### Sequential cells grouped by signal name

Other sequential cells in the stronger grey, the rest of the logic in the fainter grey.
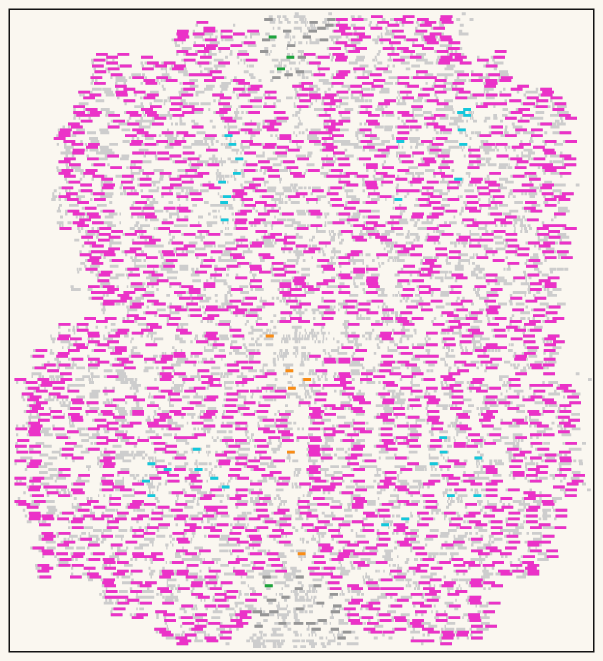
### I/O pins on the die edge

Pins as bars across the die edge, other pins in grey.
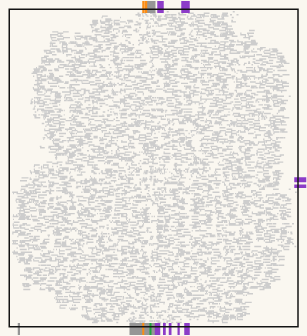
### Clock wiring as the flow saved it

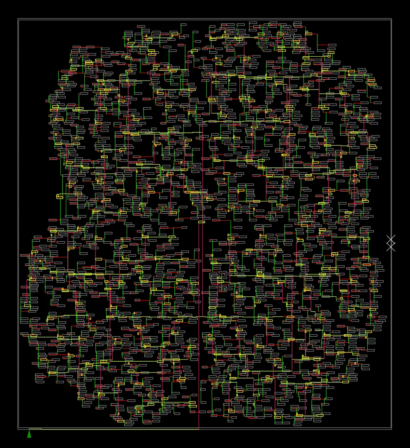
--- src/rtl/apb_pkg.sv ---
// Shared types and helpers for the APB completer memory.
package apb_pkg;

    typedef enum logic {
        IDLE   = 1'b0,
        ACCESS = 1'b1
    } apb_state_e;

    localparam logic APB_OKAY = 1'b0;
    localparam logic APB_ERR  = 1'b1;

    // Number of byte strobes for a given data width.
    function automatic int APB_STRB_W(input int data_width);
        return data_width / 8;
    endfunction

    // Word index of a byte address relative to the array base.
    // A wrapped result (addr < base) is harmless: callers flag that case separately.
    function automatic logic [63:0] word_index(input logic [63:0] addr,
                                               input logic [63:0] base,
                                               input int          bytes_per_word);
        return (addr - base) >> $clog2(bytes_per_word);
    endfunction

endpackage

--- src/rtl/apb_byte_mem.sv ---
// Register-array memory with per-byte write enables and a combinational read port.
module apb_byte_mem #(
    parameter int DATA_WIDTH = 32,
    parameter int DEPTH      = 64,
    parameter int IDX_W      = 6
) (
    input  logic                    clk,
    input  logic                    rst_n,
    input  logic                    we,
    input  logic [IDX_W-1:0]        waddr,
    input  logic [DATA_WIDTH-1:0]   wdata,
    input  logic [DATA_WIDTH/8-1:0] wstrb,
    input  logic [IDX_W-1:0]        raddr,
    output logic [DATA_WIDTH-1:0]   rdata
);

    logic [DATA_WIDTH-1:0] mem [DEPTH];

    // Byte-lane writes; whole array cleared on reset.
    // NOTE: clearing a memory in reset forces it into flops (no RAM macro); intended here,
    // since every word must read as zero after reset.
    always_ff @(posedge clk) begin
        if (!rst_n) begin
            for (int i = 0; i < DEPTH; i++) mem[i] <= '0;
        end else if (we) begin
            for (int b = 0; b < DATA_WIDTH/8; b++) begin
                if (wstrb[b]) mem[waddr][b*8 +: 8] <= wdata[b*8 +: 8];
            end
        end
    end

    assign rdata = mem[raddr];

endmodule

--- src/rtl/apb_slave_mem.sv ---
// APB4 completer: IDLE/ACCESS FSM, wait-state counter and address error decode
// in front of a byte-enabled register array.
module apb_slave_mem
    import apb_pkg::*;
#(
    parameter int                ADDR_WIDTH  = 32,
    parameter int                DATA_WIDTH  = 32,
    parameter int                DEPTH       = 64,
    parameter logic [ADDR_WIDTH-1:0] BASE_ADDR = '0,
    parameter int                WAIT_STATES = 2
) (
    input  logic                    PCLK,
    input  logic                    PRESETn,
    input  logic                    PSEL,
    input  logic                    PENABLE,
    input  logic                    PWRITE,
    input  logic [ADDR_WIDTH-1:0]   PADDR,
    input  logic [DATA_WIDTH-1:0]   PWDATA,
    input  logic [DATA_WIDTH/8-1:0] PSTRB,
    output logic [DATA_WIDTH-1:0]   PRDATA,
    output logic                    PREADY,
    output logic                    PSLVERR
);

    localparam int         STRB_W     = APB_STRB_W(DATA_WIDTH);
    localparam int         BYTE_SHIFT = $clog2(STRB_W);
    localparam int         IDX_W      = (DEPTH > 1) ? $clog2(DEPTH) : 1;
    localparam logic [3:0] WS         = 4'(WAIT_STATES);

    apb_state_e            state_q, state_d;
    logic [3:0]            cnt_q, cnt_d;
    logic [IDX_W-1:0]      idx_q;
    logic                  write_q;
    logic                  err_q;
    logic [DATA_WIDTH-1:0] wdata_q;
    logic [STRB_W-1:0]     strb_q;
    logic [DATA_WIDTH-1:0] prdata_q;

    logic [63:0]           idx_full;
    logic [IDX_W-1:0]      idx_now, rd_idx;
    logic                  err_now, rd_err, rd_write;
    logic                  setup, done, enter_done;
    logic [DATA_WIDTH-1:0] mem_rdata;

    // Error decode on the live setup address.
    assign idx_full = word_index(64'(PADDR), 64'(BASE_ADDR), STRB_W);
    assign idx_now  = idx_full[IDX_W-1:0];
    assign err_now  = (|PADDR[BYTE_SHIFT-1:0]) || (PADDR < BASE_ADDR) || (idx_full >= 64'(DEPTH));

    assign setup = (state_q == IDLE) && PSEL && !PENABLE;
    assign done  = (state_q == ACCESS) && (cnt_q == 4'd0);

    // The edge entering completion is either the setup edge (no wait states) or
    // the last wait-state edge; the read port must see the matching address.
    assign enter_done = (setup && (WS == 4'd0)) ||
                        ((state_q == ACCESS) && PSEL && PENABLE && (cnt_q == 4'd1));
    assign rd_idx   = (state_q == IDLE) ? idx_now : idx_q;
    assign rd_err   = (state_q == IDLE) ? err_now : err_q;
    assign rd_write = (state_q == IDLE) ? PWRITE  : write_q;

    // Next-state and counter logic.
    // NOTE: every always_comb output gets a default first so no path leaves it unassigned (no latch).
    always_comb begin
        state_d = state_q;
        cnt_d   = cnt_q;
        case (state_q)
            IDLE: begin
                if (setup) begin
                    state_d = ACCESS;
                    cnt_d   = WS;
                end
            end
            ACCESS: begin
                if (done) begin
                    state_d = IDLE;
                end else if (!PSEL) begin
                    state_d = IDLE;
                    cnt_d   = 4'd0;
                end else if (PENABLE) begin
                    cnt_d   = cnt_q - 4'd1;
                end
            end
            default: begin
                state_d = IDLE;
                cnt_d   = 4'd0;
            end
        endcase
    end

    // State, counter, setup capture and registered read data.
    // NOTE: sequential state uses non-blocking assignments so all flops update from pre-edge values.
    always_ff @(posedge PCLK) begin
        if (!PRESETn) begin
            state_q  <= IDLE;
            cnt_q    <= 4'd0;
            idx_q    <= '0;
            write_q  <= 1'b0;
            err_q    <= 1'b0;
            wdata_q  <= '0;
            strb_q   <= '0;
            prdata_q <= '0;
        end else begin
            state_q <= state_d;
            cnt_q   <= cnt_d;
            if (setup) begin
                idx_q   <= idx_now;
                write_q <= PWRITE;
                err_q   <= err_now;
                wdata_q <= PWDATA;
                strb_q  <= PSTRB;
            end
            if (enter_done && (!rd_write || rd_err)) begin
                prdata_q <= rd_err ? '0 : mem_rdata;
            end
        end
    end

    apb_byte_mem #(
        .DATA_WIDTH (DATA_WIDTH),
        .DEPTH      (DEPTH),
        .IDX_W      (IDX_W)
    ) u_mem (
        .clk   (PCLK),
        .rst_n (PRESETn),
        .we    (done && write_q && !err_q),
        .waddr (idx_q),
        .wdata (wdata_q),
        .wstrb (strb_q),
        .raddr (rd_idx),
        .rdata (mem_rdata)
    );

    assign PREADY  = done;
    assign PSLVERR = done ? err_q : APB_OKAY;
    assign PRDATA  = prdata_q;

endmodule
--- config.mk ---
export PLATFORM = sky130hd
export DESIGN_NAME = apb_slave_mem
export DESIGN_NICKNAME = d
export VERILOG_FILES = /design/src/rtl/apb_pkg.sv /design/src/rtl/apb_byte_mem.sv /design/src/rtl/apb_slave_mem.sv
export SDC_FILE = /design/constraint.sdc
export NUM_CORES = 2
export LEC_CHECK = 0
export ABC_CLOCK_PERIOD_IN_PS = 4000
export CAP_MARGIN = 20
export CELL_PAD_IN_SITES_DETAIL_PLACEMENT = 0
export CELL_PAD_IN_SITES_GLOBAL_PLACEMENT = 1
export CORE_ASPECT_RATIO = 1.1
export CORE_MARGIN = 1
export CORE_UTILIZATION = 30
export CTS_CLUSTER_DIAMETER = 200
export DETAILED_ROUTE_END_ITERATION = 10
export PLACE_DENSITY_LB_ADDON = 0.1
export SETUP_SLACK_MARGIN = 0.2
export SYNTH_ARGS = -nofsm -noshare
export SYNTH_HDL_FRONTEND = slang
export SYNTH_HIERARCHICAL = 1
export SYNTH_SLANG_ARGS = --single-unit
--- constraint.sdc ---
create_clock -name PCLK -period 4 [get_ports PCLK]
set_input_delay 0.8 -clock PCLK [delete_from_list [all_inputs] [get_ports PCLK]]
set_output_delay 0.8 -clock PCLK [all_outputs]
set_load 0.03 [all_outputs]
==> reports/qor.yml <==
drcViolationCount: 4
synth_chip_area_sq_um: 97700
run_status: "finished, violations left"
post-place-cells: 11060
initialDrtViolationCount: 4728
netSwitchingPower_mw: 12.5
syn-cell-area_sq_um: 97700
ant_nets: 0
internal-power_mw: 40.2
synthesis.instances: 6526
layout.area.comb_sq_um: 32400
maxPowerGroup: "sequential cells"
synth_cell_type_count: 54
async_flop_share_pct: 0
main_flop_type: "edfxtp_1"
grt_util_all_layers_pct: 20.9
p_clk_share_pct: 43.2
cts_setup_buffers: 0
core_util_floorplan_pct: 30.2
timing.critical_path.to_type: "output pin"
final_period_minus_worst_setup_slack_ps: 3620
largestClassByArea: "sequential cells"
critical_path_depth: 6
inv_count: 7
route.vias.total: 56269
log.warning_count: 31
numSynthFlops: 2129
timing.critical_path.fanout_max: 7
use_met1_pct: 27.8
layout_skew_ps: 55.7
floorplan.tapcells: 4309
reg2reg_setup_slack_ps: 450
routed_wirelength_um: 346000
worstRegToRegCells: 9
wirelength_met1_um: 149000
cts_hold_buf: 0
failed_checks: "DRC"
top_cells_by_count: "and2_1, edfxtp_1, mux4_2, clkbuf_1, nand2_1"
clock_tree_area_fraction_pct: 6.88
dieArea_sq_um: 328000
layout.non_clock_buffers: 742
ctsHtreeMaxLevel: 4
yosysSeqAreaShare_pct: 64.6
r2r-end: "PRDATA[16]"
placedInstanceArea_sq_um: 108000
1st_pass_router_iterations: 8
ctsResizeCount: 0
relSlewSlack_pct: 25.6
antennaDiodeCount: 10
power_density_nw_per_um2: 456
rsz0062_at_grt: "no"
grt.busiest_layer: "met2"
synth_warnings: 6
gp_congestion: 0.802
fp_nets: 6601
n_fill_cell: 30894
grt_use_met3_pct: 2.52
instances_no_fill: 11521
synth_area_leader_cell: "edfxtp_1"
-- 'Sequential cells grouped by signal name' (at the start) --
- `strb_q`: green (flops 4)
- `idx_q`: orange (flops 6; where centre)
- `u_mem/mem`: magenta (flops 2,048; where spread over the die)
- `PRDATA`: cyan (flops 32)
sequential fraction of total cell area: 54.6%
area of all sequential standard cells: 63,200 sq um
core occupancy in the finished layout: 35.7%
power of the sequential group: 25.6 mW

-- 'I/O pins on the die edge' (at the start) --
- `PRDATA`: purple (pins 32; direction output; edge 15 bottom, 11 top, 6 right)
- `PSLVERR`: green (pins 1; direction output; edge bottom)
- `PSTRB`: orange (pins 4; direction input; edge 3 top, 1 bottom)
DIE WIDTH: 546 um
height of the die: 601 um
number of port buffers: 106

-- 'Clock wiring as the flow saved it' (at the start) --
count of clock buffers in the final design: 309
clock sink count: 2,129
flop count: 2,129

-- placed cells by master, fill, tap and decap left out, types with 34 or more instances in the layout --
cell             netlist  routed
a21oi_1               53      53
a22oi_1               37      37
and2_1              2052    2052
buf_12                 0      62
buf_4                 39     574
clkbuf_1             355      48
clkbuf_16              0     250
clkdlybuf4s50_1        0     104
clkinv_1               0      48
clkinv_2               0      49
dfxtp_1               81      49
edfxtp_1            2048    2048
mux2i_1               62      62
mux4_2               575     575
nand2_1              317     315
nor2_1               284     283
o21ai_0              269     269
o22ai_1               34      34
-- cells by family after synthesis --
logic type	after synthesis	share of synthesized area [%]
and+or+nand+nor	2728	16.0
DFF	2129	64.6
muxes	659	14.1
buffers and inverters	524	2.38
AOI/OAI and AO/OA	484	2.87
adders and majority gates	2	0.0256
Power and IR drop assume default switching activity.
